Supply network:
Bar = 20 um. Pins as bars on the die edge.
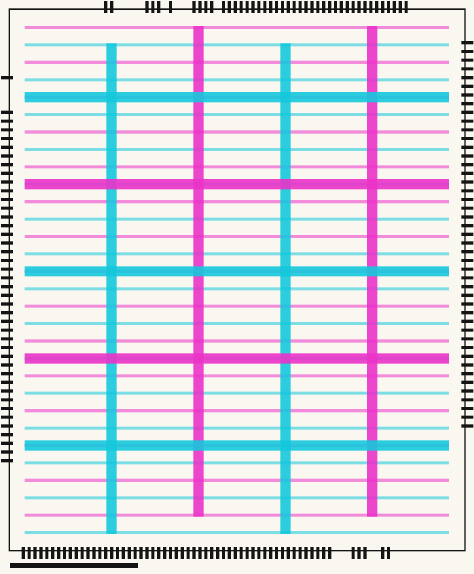
Clock routing:
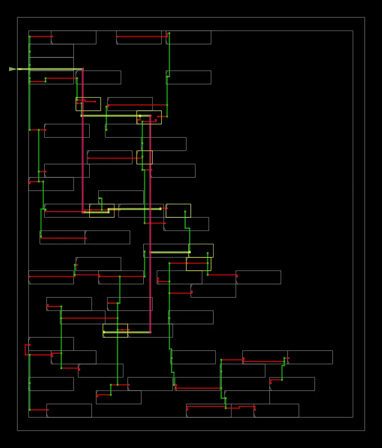
Metal layers overlaid:
Bar = 20 um. Only two layers are drawn.
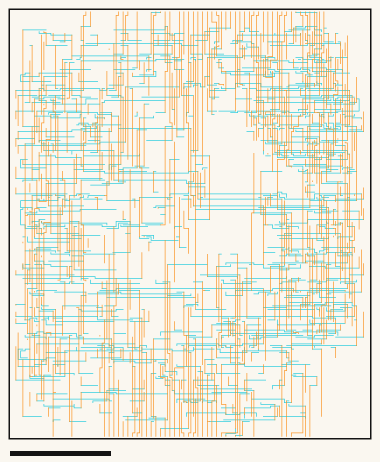
M3 wires:
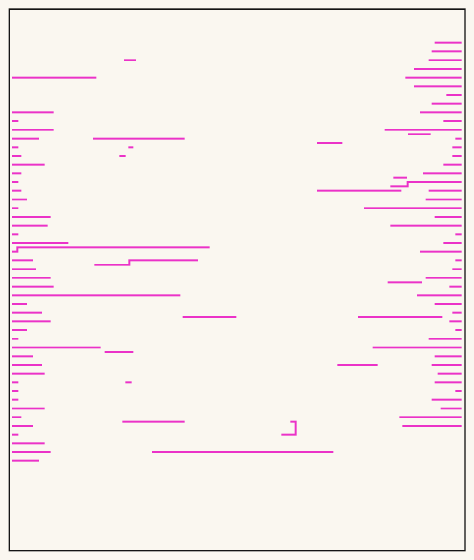
Metal 2:
Bar = 20 um.
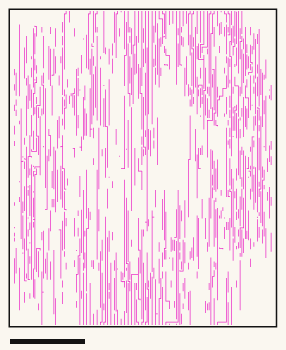
## src/rtl/lsu_pkg.sv

```systemverilog
// Shared definitions for the load/store unit.
//   lsu_state_e : control FSM states (IDLE -> ACCESS -> RESP -> IDLE)
//   LB..SW      : RISC-V funct3 width codes for loads and stores
//   access_bad  : true when a registered access is illegal or misaligned
package lsu_pkg;

  typedef enum logic [1:0] {
    IDLE   = 2'd0,
    ACCESS = 2'd1,
    RESP   = 2'd2
  } lsu_state_e;

  localparam logic [2:0] LB  = 3'b000;
  localparam logic [2:0] LH  = 3'b001;
  localparam logic [2:0] LW  = 3'b010;
  localparam logic [2:0] LBU = 3'b100;
  localparam logic [2:0] LHU = 3'b101;
  localparam logic [2:0] SB  = 3'b000;
  localparam logic [2:0] SH  = 3'b001;
  localparam logic [2:0] SW  = 3'b010;

  // Illegal: both access types at once, an unknown load code, or a store
  // code above SW. Misaligned: halfword on an odd byte, word off a word
  // boundary. Width is taken from funct3[1:0] for loads and stores alike.
  function automatic logic access_bad(input logic       rd,
                                      input logic       wr,
                                      input logic [2:0] f3,
                                      input logic [1:0] off);
    logic illegal;
    logic misaligned;
    illegal    = (rd && wr) ||
                 (rd && (f3 == 3'b011 || f3 == 3'b110 || f3 == 3'b111)) ||
                 (wr && (f3 >= 3'b011));
    misaligned = ((f3[1:0] == 2'b01) && off[0]) ||
                 ((f3[1:0] == 2'b10) && (off != 2'b00));
    return illegal || misaligned;
  endfunction

endpackage

```

## src/rtl/lsu_if.sv

```systemverilog
// Core-side request/response bundle plus the data-memory port of the LSU.
//   req_valid/req_ready, mem_read, mem_write, funct3, addr, store_data : request
//   resp_valid, load_data, access_err                                : response
//   dm_addr (word index), dm_we, dm_be, dm_wd, dm_rd                  : memory
// Handshake: a request transfers on a rising edge where req_valid && req_ready
// && (mem_read || mem_write); the requester holds all request fields stable
// until then. resp_valid is a single-cycle pulse with no back-pressure, and
// load_data/access_err are meaningful only while it is high.
// Modports: slave = the LSU, master = the core plus memory model driving it.
interface lsu_if #(
  parameter int DM_ADDRESS = 9,
  parameter int DATA_W     = 32
);
  logic                  req_valid;
  logic                  req_ready;
  logic                  mem_read;
  logic                  mem_write;
  logic [2:0]            funct3;
  logic [31:0]           addr;
  logic [DATA_W-1:0]     store_data;
  logic                  resp_valid;
  logic [DATA_W-1:0]     load_data;
  logic                  access_err;
  logic [DM_ADDRESS-1:0] dm_addr;
  logic                  dm_we;
  logic [3:0]            dm_be;
  logic [DATA_W-1:0]     dm_wd;
  logic [DATA_W-1:0]     dm_rd;

  modport slave (
    input  req_valid, mem_read, mem_write, funct3, addr, store_data, dm_rd,
    output req_ready, resp_valid, load_data, access_err,
           dm_addr, dm_we, dm_be, dm_wd
  );

  modport master (
    output req_valid, mem_read, mem_write, funct3, addr, store_data, dm_rd,
    input  req_ready, resp_valid, load_data, access_err,
           dm_addr, dm_we, dm_be, dm_wd
  );
endinterface

```

## src/rtl/lsu_align.sv

```systemverilog
// Combinational byte-lane logic for the LSU.
//   funct3, off     : access width code and byte offset within the word
//   store_data      : rs2 value -> wd (replicated onto every lane), be (lanes)
//   rd_data         : memory read word -> ld (shifted and extended load value)
module lsu_align
  import lsu_pkg::*;
#(
  parameter int DATA_W = 32
) (
  input  logic [2:0]        funct3,
  input  logic [1:0]        off,
  input  logic [DATA_W-1:0] store_data,
  input  logic [DATA_W-1:0] rd_data,
  output logic [3:0]        be,
  output logic [DATA_W-1:0] wd,
  output logic [DATA_W-1:0] ld
);

  logic [DATA_W-1:0] shifted;

  always_comb begin
    be      = 4'b0000;
    wd      = '0;
    ld      = '0;
    shifted = rd_data >> {off, 3'b000};

    // Replicating the data means the addressed lane always carries the right
    // byte/halfword regardless of offset; be selects which lanes land.
    case (funct3[1:0])
      2'b00: begin
        be = 4'b0001 << off;
        wd = {4{store_data[7:0]}};
      end
      2'b01: begin
        be = 4'b0011 << off;
        wd = {2{store_data[15:0]}};
      end
      2'b10: begin
        be = 4'b1111;
        wd = store_data;
      end
      default: ;
    endcase

    case (funct3)
      LB:      ld = {{(DATA_W-8){shifted[7]}}, shifted[7:0]};
      LH:      ld = {{(DATA_W-16){shifted[15]}}, shifted[15:0]};
      LW:      ld = shifted;
      LBU:     ld = {{(DATA_W-8){1'b0}}, shifted[7:0]};
      LHU:     ld = {{(DATA_W-16){1'b0}}, shifted[15:0]};
      default: ld = '0;
    endcase
  end

endmodule

```

## src/rtl/lsu_ctrl.sv

```systemverilog
// Load/store unit control: accepts one core request, performs a single
// memory access against a synchronous-read data memory, then pulses a
// response two cycles after acceptance (one request per three cycles).
//   clk, rst_n : clock, asynchronous active-low reset
//   bus        : request/response and memory port bundle (slave view)
//   dbg_state  : current FSM state, for observation only
module lsu_ctrl
  import lsu_pkg::*;
#(
  parameter int DM_ADDRESS = 9,
  parameter int DATA_W     = 32
) (
  input  logic       clk,
  input  logic       rst_n,
  lsu_if.slave       bus,
  output lsu_state_e dbg_state
);

  lsu_state_e              state_q, state_d;
  logic [DM_ADDRESS+1:0]   addr_q, addr_d;
  logic [2:0]              f3_q, f3_d;
  logic [DATA_W-1:0]       sd_q, sd_d;
  logic                    rd_q, rd_d;
  logic                    wr_q, wr_d;

  logic                    bad;
  logic [3:0]              al_be;
  logic [DATA_W-1:0]       al_wd;
  logic [DATA_W-1:0]       al_ld;

  lsu_align #(.DATA_W(DATA_W)) u_align (
    .funct3     (f3_q),
    .off        (addr_q[1:0]),
    .store_data (sd_q),
    .rd_data    (bus.dm_rd),
    .be         (al_be),
    .wd         (al_wd),
    .ld         (al_ld)
  );

  always_ff @(posedge clk or negedge rst_n) begin
    if (!rst_n) begin
      state_q <= IDLE;
      addr_q  <= '0;
      f3_q    <= 3'b000;
      sd_q    <= '0;
      rd_q    <= 1'b0;
      wr_q    <= 1'b0;
    end else begin
      state_q <= state_d;
      addr_q  <= addr_d;
      f3_q    <= f3_d;
      sd_q    <= sd_d;
      rd_q    <= rd_d;
      wr_q    <= wr_d;
    end
  end

  always_comb begin
    state_d = state_q;
    addr_d  = addr_q;
    f3_d    = f3_q;
    sd_d    = sd_q;
    rd_d    = rd_q;
    wr_d    = wr_q;
    case (state_q)
      IDLE: begin
        if (bus.req_valid && (bus.mem_read || bus.mem_write)) begin
          addr_d  = bus.addr[DM_ADDRESS+1:0];
          f3_d    = bus.funct3;
          sd_d    = bus.store_data;
          rd_d    = bus.mem_read;
          wr_d    = bus.mem_write;
          state_d = ACCESS;
        end
      end
      ACCESS:  state_d = RESP;
      RESP:    state_d = IDLE;
      default: state_d = IDLE;
    endcase
  end

  // All outputs decode from registered state, so reset clears them
  // asynchronously (a store caught in ACCESS loses dm_we at once).
  always_comb begin
    bad            = access_bad(rd_q, wr_q, f3_q, addr_q[1:0]);
    bus.req_ready  = (state_q == IDLE);
    bus.resp_valid = (state_q == RESP);
    bus.access_err = (state_q == RESP) && bad;
    bus.load_data  = ((state_q == RESP) && rd_q && !bad) ? al_ld : '0;
    // Held between accesses so the memory sees no spurious address churn.
    bus.dm_addr    = addr_q[DM_ADDRESS+1:2];
    bus.dm_we      = (state_q == ACCESS) && wr_q && !bad;
    bus.dm_be      = bus.dm_we ? al_be : 4'b0000;
    bus.dm_wd      = bus.dm_we ? al_wd : '0;
    dbg_state      = state_q;
  end

endmodule

```

## src/flat_wrapper.sv

```systemverilog
// flat-port wrapper written by rule: the top's interface ports become plain ports
module lsu_ctrl_flat import lsu_pkg::*;
#(
  parameter int DM_ADDRESS = 9,
  parameter int DATA_W     = 32
)
  (clk, rst_n, dbg_state, bus_req_valid, bus_mem_read, bus_mem_write, bus_funct3, bus_addr, bus_store_data, bus_dm_rd, bus_req_ready, bus_resp_valid, bus_load_data, bus_access_err, bus_dm_addr, bus_dm_we, bus_dm_be, bus_dm_wd);
  lsu_if #(.DM_ADDRESS(DM_ADDRESS), .DATA_W(DATA_W)) bus_i ();
  input  logic clk;
  input  logic rst_n;
  output lsu_state_e dbg_state;
  input wire logic [$bits(bus_i.req_valid)-1:0] bus_req_valid;
  input wire logic [$bits(bus_i.mem_read)-1:0] bus_mem_read;
  input wire logic [$bits(bus_i.mem_write)-1:0] bus_mem_write;
  input wire logic [$bits(bus_i.funct3)-1:0] bus_funct3;
  input wire logic [$bits(bus_i.addr)-1:0] bus_addr;
  input wire logic [$bits(bus_i.store_data)-1:0] bus_store_data;
  input wire logic [$bits(bus_i.dm_rd)-1:0] bus_dm_rd;
  output wire logic [$bits(bus_i.req_ready)-1:0] bus_req_ready;
  output wire logic [$bits(bus_i.resp_valid)-1:0] bus_resp_valid;
  output wire logic [$bits(bus_i.load_data)-1:0] bus_load_data;
  output wire logic [$bits(bus_i.access_err)-1:0] bus_access_err;
  output wire logic [$bits(bus_i.dm_addr)-1:0] bus_dm_addr;
  output wire logic [$bits(bus_i.dm_we)-1:0] bus_dm_we;
  output wire logic [$bits(bus_i.dm_be)-1:0] bus_dm_be;
  output wire logic [$bits(bus_i.dm_wd)-1:0] bus_dm_wd;
  assign bus_i.req_valid = bus_req_valid;
  assign bus_i.mem_read = bus_mem_read;
  assign bus_i.mem_write = bus_mem_write;
  assign bus_i.funct3 = bus_funct3;
  assign bus_i.addr = bus_addr;
  assign bus_i.store_data = bus_store_data;
  assign bus_i.dm_rd = bus_dm_rd;
  assign bus_req_ready = bus_i.req_ready;
  assign bus_resp_valid = bus_i.resp_valid;
  assign bus_load_data = bus_i.load_data;
  assign bus_access_err = bus_i.access_err;
  assign bus_dm_addr = bus_i.dm_addr;
  assign bus_dm_we = bus_i.dm_we;
  assign bus_dm_be = bus_i.dm_be;
  assign bus_dm_wd = bus_i.dm_wd;
  lsu_ctrl #(.DM_ADDRESS(DM_ADDRESS), .DATA_W(DATA_W)) u_core (.clk(clk), .rst_n(rst_n), .bus(bus_i), .dbg_state(dbg_state));
endmodule
```

## config.mk

```make
export PLATFORM = sky130hd
export DESIGN_NAME = lsu_ctrl_flat
export DESIGN_NICKNAME = d
export VERILOG_FILES = /design/src/rtl/lsu_pkg.sv /design/src/rtl/lsu_if.sv /design/src/rtl/lsu_align.sv /design/src/rtl/lsu_ctrl.sv /design/src/flat_wrapper.sv
export SDC_FILE = /design/constraint.sdc
export NUM_CORES = 1
export LEC_CHECK = 0
export CAP_MARGIN = 30
export CORE_ASPECT_RATIO = 1.2
export CORE_MARGIN = 2
export CORE_UTILIZATION = 64
export DETAILED_ROUTE_END_ITERATION = 7
export DONT_BUFFER_PORTS = 1
export GPL_ROUTABILITY_DRIVEN = 0
export MAX_ROUTING_LAYER = met4
export PLACE_DENSITY = 0.8
export SETUP_SLACK_MARGIN = 0.05
export SYNTH_ARGS = -nofsm -noshare
export SYNTH_HDL_FRONTEND = slang
export SYNTH_SLANG_ARGS = --single-unit
```

## constraint.sdc

```tcl
create_clock -name clk -period 5.5 [get_ports clk]
set_input_delay 0.825 -clock clk [delete_from_list [all_inputs] [get_ports clk]]
set_output_delay 0.825 -clock clk [all_outputs]
set_load 0.03 [all_outputs]
```

==> flow_metrics.tcl <==
# metrics dict for downstream scripts
set metrics [dict create \
    htreeDepth 2 \
    antenna_violating_nets_remaining 0 \
    core_region_area_sq_um 5225 \
    postCtsSetupRepairBufs 0 \
    cp.depth 4 \
    maxCapViolCount 0 \
    number_of_global_route_vias_before_repair 2537 \
    worstHoldPathType "in2async" \
    worst_ep_required_time_ns 4.68 \
    synth_seq_share_pct 36.35 \
    leakage_nw 1.433 \
    floorplan.die_area_sq_um 5983 \
    crit_slowest_cell "dfrtp_1" \
    max-vdd-ir-drop_mv 0.2833 \
    synth-edff-count 0 \
    run_status "finished, final reports clean" \
    regToRegEndpoint "u_core.sd_q[25]" \
    fillCellCount 433 \
    rr_worst_depth 4 \
    syn_nets 479 \
    proportion_of_layout_cells_with_a_drive_suffix_above_1_pct 27.73 \
    timing.critical_path.max_delay_family "flip-flops" \
    worst-path-buf-inv 1 \
    setup.worst_path.end "bus_load_data[11]" \
    critical_path_type "reg2out" \
    place_hpwl_um 5713 \
    die_height_um 84.34 \
    routedWlPerCell_um 19.25 \
    post_synthesis_area_per_instance_sq_um 9.179 \
    diodes 0 \
    power_report.internal_total_uw 794.0 \
    worstReg2RegStart "u_core.dbg_state[1]" \
    yosys.stat.chipArea_sq_um 3442 \
]
## Picture notes: 'supply network'
[cyan] VSS
[magenta] VDD
signal pins: 187
met5 straps: 5

## Picture notes: 'clock routing'
cts bufs inserted: 5
clock distribution power: 235 uW
Seq cells: 50
CTS sink cnt: 50
layout clock buffer count: 7

## Picture notes: 'metal layers overlaid'
[orange] metal 2 | wire length: 4,180 um
[cyan] metal 1 | wire length: 3,210 um

## Picture notes: 'M3 wires'
wire length on this layer: 557 um
main direction: horizontal
longest straight run: 29.9 um
share of all routed wire: 6.9%

## Picture notes: 'metal 2'
longest straight run: 49.0 um
share of all routed wire: 52%

-- sequential cells by signal, summed over array words and instances, names as in the netlist --
name / flops
u_core.rd_q: 1
u_core.wr_q: 1
u_core.dbg_state: 2
u_core.addr_q: 11
u_core.f3_q: 3
u_core.sd_q: 32
-- logic make-up (layout without fill, tap and decap cells) --
| family | Yosys count | count (layout) | share of synthesized area [%] |
|---|---|---|---|
| muxes | 73 | 73 | 23.01 |
| buffers and inverters | 51 | 33 | 7.997 |
| DFF | 50 | 50 | 36.35 |
| AOI/OAI and AO/OA | 87 | 87 | 16.65 |
| xor gates and xnor gates | 1 | 1 | 0.2545 |
| and+or+nand+nor | 113 | 113 | 15.74 |
-- metal layers --
layer	share of wire, %	vias up	global-route usage [%]
met5	0	-	-
met4	1.5	0	8.576
met3	6.9	9	5.762
met2	52	120	44.86
met1	40	1298	32.97
li1	-	1240	-
-- cell usage in the layout, fill, tap and decap left out, types with 2 or more instances in the layout --
master,netlist,final
a211oi_1,8,8
a21oi_1,35,35
a21oi_2,10,10
a2bb2oi_1,8,8
a311o_1,2,2
and2_1,7,7
and3_1,2,2
buf_4,10,12
clkbuf_8,0,7
dfrtp_1,50,50
inv_1,9,9
mux2_2,49,49
mux2i_1,24,24
nand2_1,42,42
nand3_1,2,2
nor2_1,37,37
nor2b_1,4,3
o21ai_0,17,17
or2_2,9,9
-- Yosys cell counts, types with 2 or more instances --
cell	number	share of area, %
nor2_1	37	4.0
buf_4	10	2.2
nor2b_1	4	0.73
a211oi_1	8	1.7
a21oi_2	10	2.5
a2bb2oi_1	8	2.0
buf_6	3	0.98
and3_1	2	0.36
inv_1	9	0.98
a311o_1	2	0.58
clkbuf_1	8	0.87
and2_1	7	1.3
mux2_2	49	16
dfrtp_1	50	36
or2_2	9	1.6
nand3_1	2	0.29
a21oi_1	35	5.1
nand2_1	42	4.6
o21ai_0	17	2.5
mux2i_1	24	7.0
buf_2	19	2.8
-- metrics by stage --
| stage | instance area [sq um] | setup WS, ns | power (mW) | instances |
|---|---|---|---|---|
| floorplan | 3442 | 2.287 | 1.012 | 375 |
| global placement | 3374 | 1.582 | 1.042 | 408 |
| detailed placement | 3390 | 1.594 | 1.061 | 409 |
| CTS | 3495 | 1.248 | 1.298 | 417 |
| global route | 3530 | 1.267 | 1.385 | 419 |
| finish | 3530 | 1.452 | 1.303 | 419 |
-- power groups by stage --
stage / registers [mW] / logic, mW / clock network (mW)
after CTS: 0.578 / 0.477 / 0.243
after floorplan: 0.501 / 0.510 / 0
after global routing: 0.576 / 0.551 / 0.258
final: 0.563 / 0.504 / 0.235
after global placement: 0.579 / 0.462 / 0
after detailed placement: 0.586 / 0.475 / 0
-- worst register-to-register path, delay by kind of cell, from the launching register on --
family,cells,cell delay [ns]
buf+inv,1,0.51
flops,1,0.52
simple gates,1,0.54
mux,1,0.42
compound gates,1,0.51
-- final cells by class --
class | instances | area (sq um) | area share (%)
clock buffer | 7 | 96.34 | 2.730
clock inverter | 1 | 8.758 | 0.2481
inverter | 10 | 37.54 | 1.063
multi-input combinational | 274 | 1918 | 54.34
sequential | 50 | 1251 | 35.45
tap | 62 | 77.57 | 2.198
timing repair buffer | 15 | 140.1 | 3.970
Power is estimated from default activity; no workload was simulated.
